File: config.mk
export PLATFORM = sky130hd
export DESIGN_NAME = btb_table
export DESIGN_NICKNAME = d
export VERILOG_FILES = /design/src/rtl/btb_table.sv
export SDC_FILE = /design/constraint.sdc
export NUM_CORES = 1
export LEC_CHECK = 0
export CAP_MARGIN = 20
export CORE_ASPECT_RATIO = 0.9
export CORE_UTILIZATION = 45
export CTS_BUF_LIST = sky130_fd_sc_hd__clkbuf_8
export CTS_CLUSTER_SIZE = 16
export DETAILED_ROUTE_END_ITERATION = 6
export HOLD_SLACK_MARGIN = 0.15
export PLACE_DENSITY = 0.63
export SYNTH_ARGS = -nofsm -noshare
export SYNTH_HDL_FRONTEND = slang
export SYNTH_SLANG_ARGS = --single-unit
File: constraint.sdc
create_clock -name clk -period 19.14 [get_ports clk]
set_input_delay 1.914 -clock clk [delete_from_list [all_inputs] [get_ports clk]]
set_output_delay 1.914 -clock clk [all_outputs]
set_load 0.05 [all_outputs]
File: src/rtl/btb_table.sv
// Direct-mapped branch target buffer: combinational lookup, EX-driven update.
// Optional BTB_COUNTER_EN adds 2-bit saturating direction counters.
module btb_table #(
    parameter int IDX_BITS = 4,
    parameter int PC_W     = 32
) (
    input  logic                clk,
    input  logic                rst,
    input  logic [PC_W-1:0]     pc_in,
    output logic                hit,
    output logic [PC_W-1:0]     target,
    output logic                taken_pred,
    input  logic                upd_en,
    input  logic [PC_W-1:0]     upd_pc,
    input  logic [PC_W-1:0]     upd_target,
    input  logic                upd_taken,
    input  logic                flush_all,
    output logic [IDX_BITS:0]   valid_count
);

    localparam int ENTRIES = 2 ** IDX_BITS;
    localparam int TAG_W   = PC_W - IDX_BITS - 2;

    logic [ENTRIES-1:0] valid_q;
    logic [TAG_W-1:0]   tag_q [ENTRIES];
    logic [PC_W-1:0]    tgt_q [ENTRIES];
`ifdef BTB_COUNTER_EN
    logic [1:0]         ctr_q [ENTRIES];
`endif
    logic [IDX_BITS:0]  count_q;

    logic [IDX_BITS-1:0] rd_idx;
    logic [IDX_BITS-1:0] wr_idx;
    logic [TAG_W-1:0]    rd_tag;
    logic [TAG_W-1:0]    wr_tag;
    logic                rd_hit;
    logic                wr_match;
    logic                do_fill;
`ifndef BTB_COUNTER_EN
    logic                do_inval;
`endif
    logic                unused_bits;

    assign rd_idx = pc_in[IDX_BITS+1:2];
    assign rd_tag = pc_in[PC_W-1:IDX_BITS+2];
    assign wr_idx = upd_pc[IDX_BITS+1:2];
    assign wr_tag = upd_pc[PC_W-1:IDX_BITS+2];

    // Byte offset bits never participate in indexing or tagging.
    assign unused_bits = ^{pc_in[1:0], upd_pc[1:0]};

    assign rd_hit = valid_q[rd_idx] && (tag_q[rd_idx] == rd_tag);
    assign hit    = rd_hit;
    assign target = rd_hit ? tgt_q[rd_idx] : '0;
`ifdef BTB_COUNTER_EN
    assign taken_pred = rd_hit && ctr_q[rd_idx][1];
`else
    assign taken_pred = rd_hit;
`endif

    assign wr_match = valid_q[wr_idx] && (tag_q[wr_idx] == wr_tag);
    // Allocation into an empty slot is the only event that grows the count.
    assign do_fill  = upd_en && !wr_match && upd_taken && !valid_q[wr_idx];
`ifndef BTB_COUNTER_EN
    assign do_inval = upd_en && wr_match && !upd_taken;
`endif

    // Table state: reset beats flush beats resolution update.
    always_ff @(posedge clk) begin
        if (rst) begin
            valid_q <= '0;
`ifdef BTB_COUNTER_EN
            for (int i = 0; i < ENTRIES; i++) begin
                ctr_q[i] <= 2'b01;
            end
`endif
        end else if (flush_all) begin
            valid_q <= '0;
        end else if (upd_en) begin
            if (wr_match) begin
                if (upd_taken) begin
                    tgt_q[wr_idx] <= upd_target;
`ifdef BTB_COUNTER_EN
                    if (ctr_q[wr_idx] != 2'b11) begin
                        ctr_q[wr_idx] <= ctr_q[wr_idx] + 2'b01;
                    end
`endif
                end else begin
`ifdef BTB_COUNTER_EN
                    if (ctr_q[wr_idx] != 2'b00) begin
                        ctr_q[wr_idx] <= ctr_q[wr_idx] - 2'b01;
                    end
`else
                    valid_q[wr_idx] <= 1'b0;
`endif
                end
            end else if (upd_taken) begin
                valid_q[wr_idx] <= 1'b1;
                tag_q[wr_idx]   <= wr_tag;
                tgt_q[wr_idx]   <= upd_target;
`ifdef BTB_COUNTER_EN
                ctr_q[wr_idx]   <= 2'b10;
`endif
            end
        end
    end

    // Occupancy counter tracking valid bits, clamped at both ends.
    always_ff @(posedge clk) begin
        if (rst || flush_all) begin
            count_q <= '0;
        end else if (do_fill) begin
            if (count_q != (IDX_BITS+1)'(ENTRIES)) begin
                count_q <= count_q + 1'b1;
            end
`ifndef BTB_COUNTER_EN
        end else if (do_inval) begin
            if (count_q != '0) begin
                count_q <= count_q - 1'b1;
            end
`endif
        end
    end

    assign valid_count = count_q;

endmodule

Fig. 1: signal wires on met3
(1.5 px per µm)
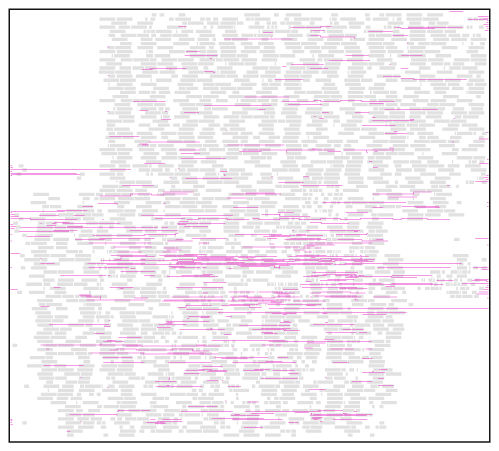
main direction = horizontal
longest straight run = 146 µm
nets with wire on the layer = 264

==> results.sh <==
# physical design summary
export IMPL_cp_max_fo=71
export IMPL_syn_area_per_cell_um2=21.4
export IMPL_setup_violations_final=0
export IMPL_hold_path_depth=2
export IMPL_routed_wl_mm=103
export IMPL_antenna_found_initial=9
export IMPL_gr_usage_all_layers_pct=22.7
export IMPL_p_leak_uw=0.0147
export IMPL_start_kind="input port"
export IMPL_cts_buffers=153
export IMPL_die_width_um=319
export IMPL_clock_skew_ns=0.0615
export IMPL_ys_async_sr_fraction_pct=0
export IMPL_synth_most_common_cell="edfxtp_1"
export IMPL_netlist_area_mm2=0.0408
export IMPL_grt_overflow=0
export IMPL_drc=0
export IMPL_rsz0062_at_grt="no"
export IMPL_drv_cap=0
export IMPL_num_rows=104
export IMPL_r2r_cells=14
export IMPL_status="finished, final reports clean"
export IMPL_maxSlewHeadroom_pct=32.2
export IMPL_worstMarginPinSlew_ns=1.01
export IMPL_flop_cell="edfxtp_1"
export IMPL_cts_resized=0
export IMPL_syn2layout_area_growth_pct=13.7
export IMPL_ys_cells=1906
export IMPL_htree_levels=4
export IMPL_dr_pass1_iters=5
export IMPL_synthCells=1906
export IMPL_drive_gt1_share_pct=29.9
Fig. 2: met2 routing
(1.5 px per µm)
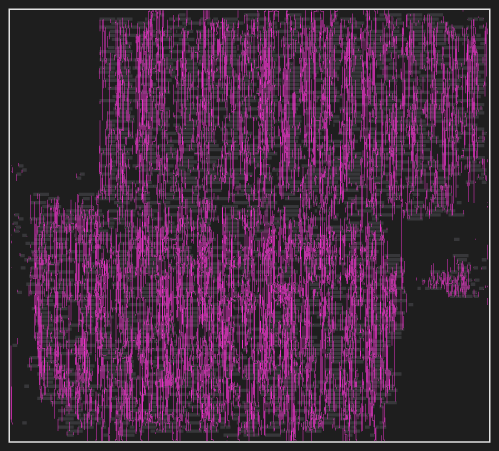
nets with wire on the layer = 2054
longest straight run = 103 µm
main direction = vertical
wire length on this layer = 50.7 mm
share of all routed wire = 49%

[how the worst max path moves through the flow]
stage,start,endpoint,depth (start not counted)
3_3_place_gp,pc_in[2],target[1],12
6_report,pc_in[2],target[1],13
5_1_grt,pc_in[2],target[1],13
4_1_cts,pc_in[2],target[1],12
2_1_floorplan,upd_pc[3],tgt_q[10][0]$_DFFE_PP_,16
3_5_place_dp,pc_in[2],target[1],12
[kinds of logic after synthesis]
| kind of cell | share of synthesized area, % |
|---|---|
| buffers and inverters | 1.64 |
| XOR/XNOR | 1.10 |
| flip-flops | 69.4 |
| multiplexers | 23.2 |
| AND/OR/NAND/NOR | 2.48 |
| adder cells (fa/ha/maj) | 0.203 |
| AND-OR/OR-AND | 2.03 |
[placed cells by master, fill, tap and decap left out, types with 20 or more instances in the layout]
master	n
buf_4	55
clkbuf_8	160
clkdlybuf4s50_1	128
clkinv_1	30
dfxtp_1	21
edfxtp_1	928
inv_1	65
mux2i_1	69
mux4_2	376
nand2_1	34
nor2_1	34
nor2_4	20
nor2b_1	40
xnor2_1	37
[power breakdown]
part | internal (µW) | total, µW | switching, µW
Clock | 811 | 1590 | 784
Sequential | 2290 | 2290 | 2.78
Combinational | 128 | 283 | 155
[through the flow]
stage	setup slack, ns	cell area [µm²]	hold WS (ns)	utilization (%)	std cells
6_report	9.59	46400	0.510	51.8	3410
5_1_grt	9.11	46400	0.542	51.8	3408
4_1_cts	9.34	46300	0.513	51.7	3403
3_5_place_dp	9.36	43600	0.504	48.7	3139
3_3_place_gp	9.33	43600	0.490	48.6	3138
2_1_floorplan	11.70	40800	0.484	-	1906
[cell type report]
cell class	count	area, µm²	share of cell area (%)
diodes	5	12.5	0.0270
clock buffers	159	2190	4.72
inverters	13	48.8	0.105
clock inverters	105	561	1.21
flip-flops and latches	949	28300	61.0
multi-input cells	824	12000	25.9
well taps	1166	1460	3.15
repair buffers	189	1790	3.87
[critical path, cell delays in order]
cell	delay, ns
buf_8	0.59
buf_4	0.70
buf_4	0.59
buf_12	0.30
mux4_2	0.55
mux4_2	0.52
xnor2_1	0.28
nand4_1	0.15
nor3_1	0.19
nand4_1	0.12
buf_4	0.29
nor2b_1	0.37
clkdlybuf4s50_1	0.88
[sequential cells by signal, indices dropped and copies added (netlist names), named ones only]
name	flops
tgt_q	512
tag_q	416
valid_count	5
[metal layers]
layer	part of all wire [%]	global-route usage [%]	wire (µm)	vias up
met3	7.9	5.50	8090	130
met5	0.037	0	38	-
li1	-	-	-	8663
met4	1.7	6.35	1700	6
met1	41	31.1	42300	11253
met2	49	36.5	50700	865
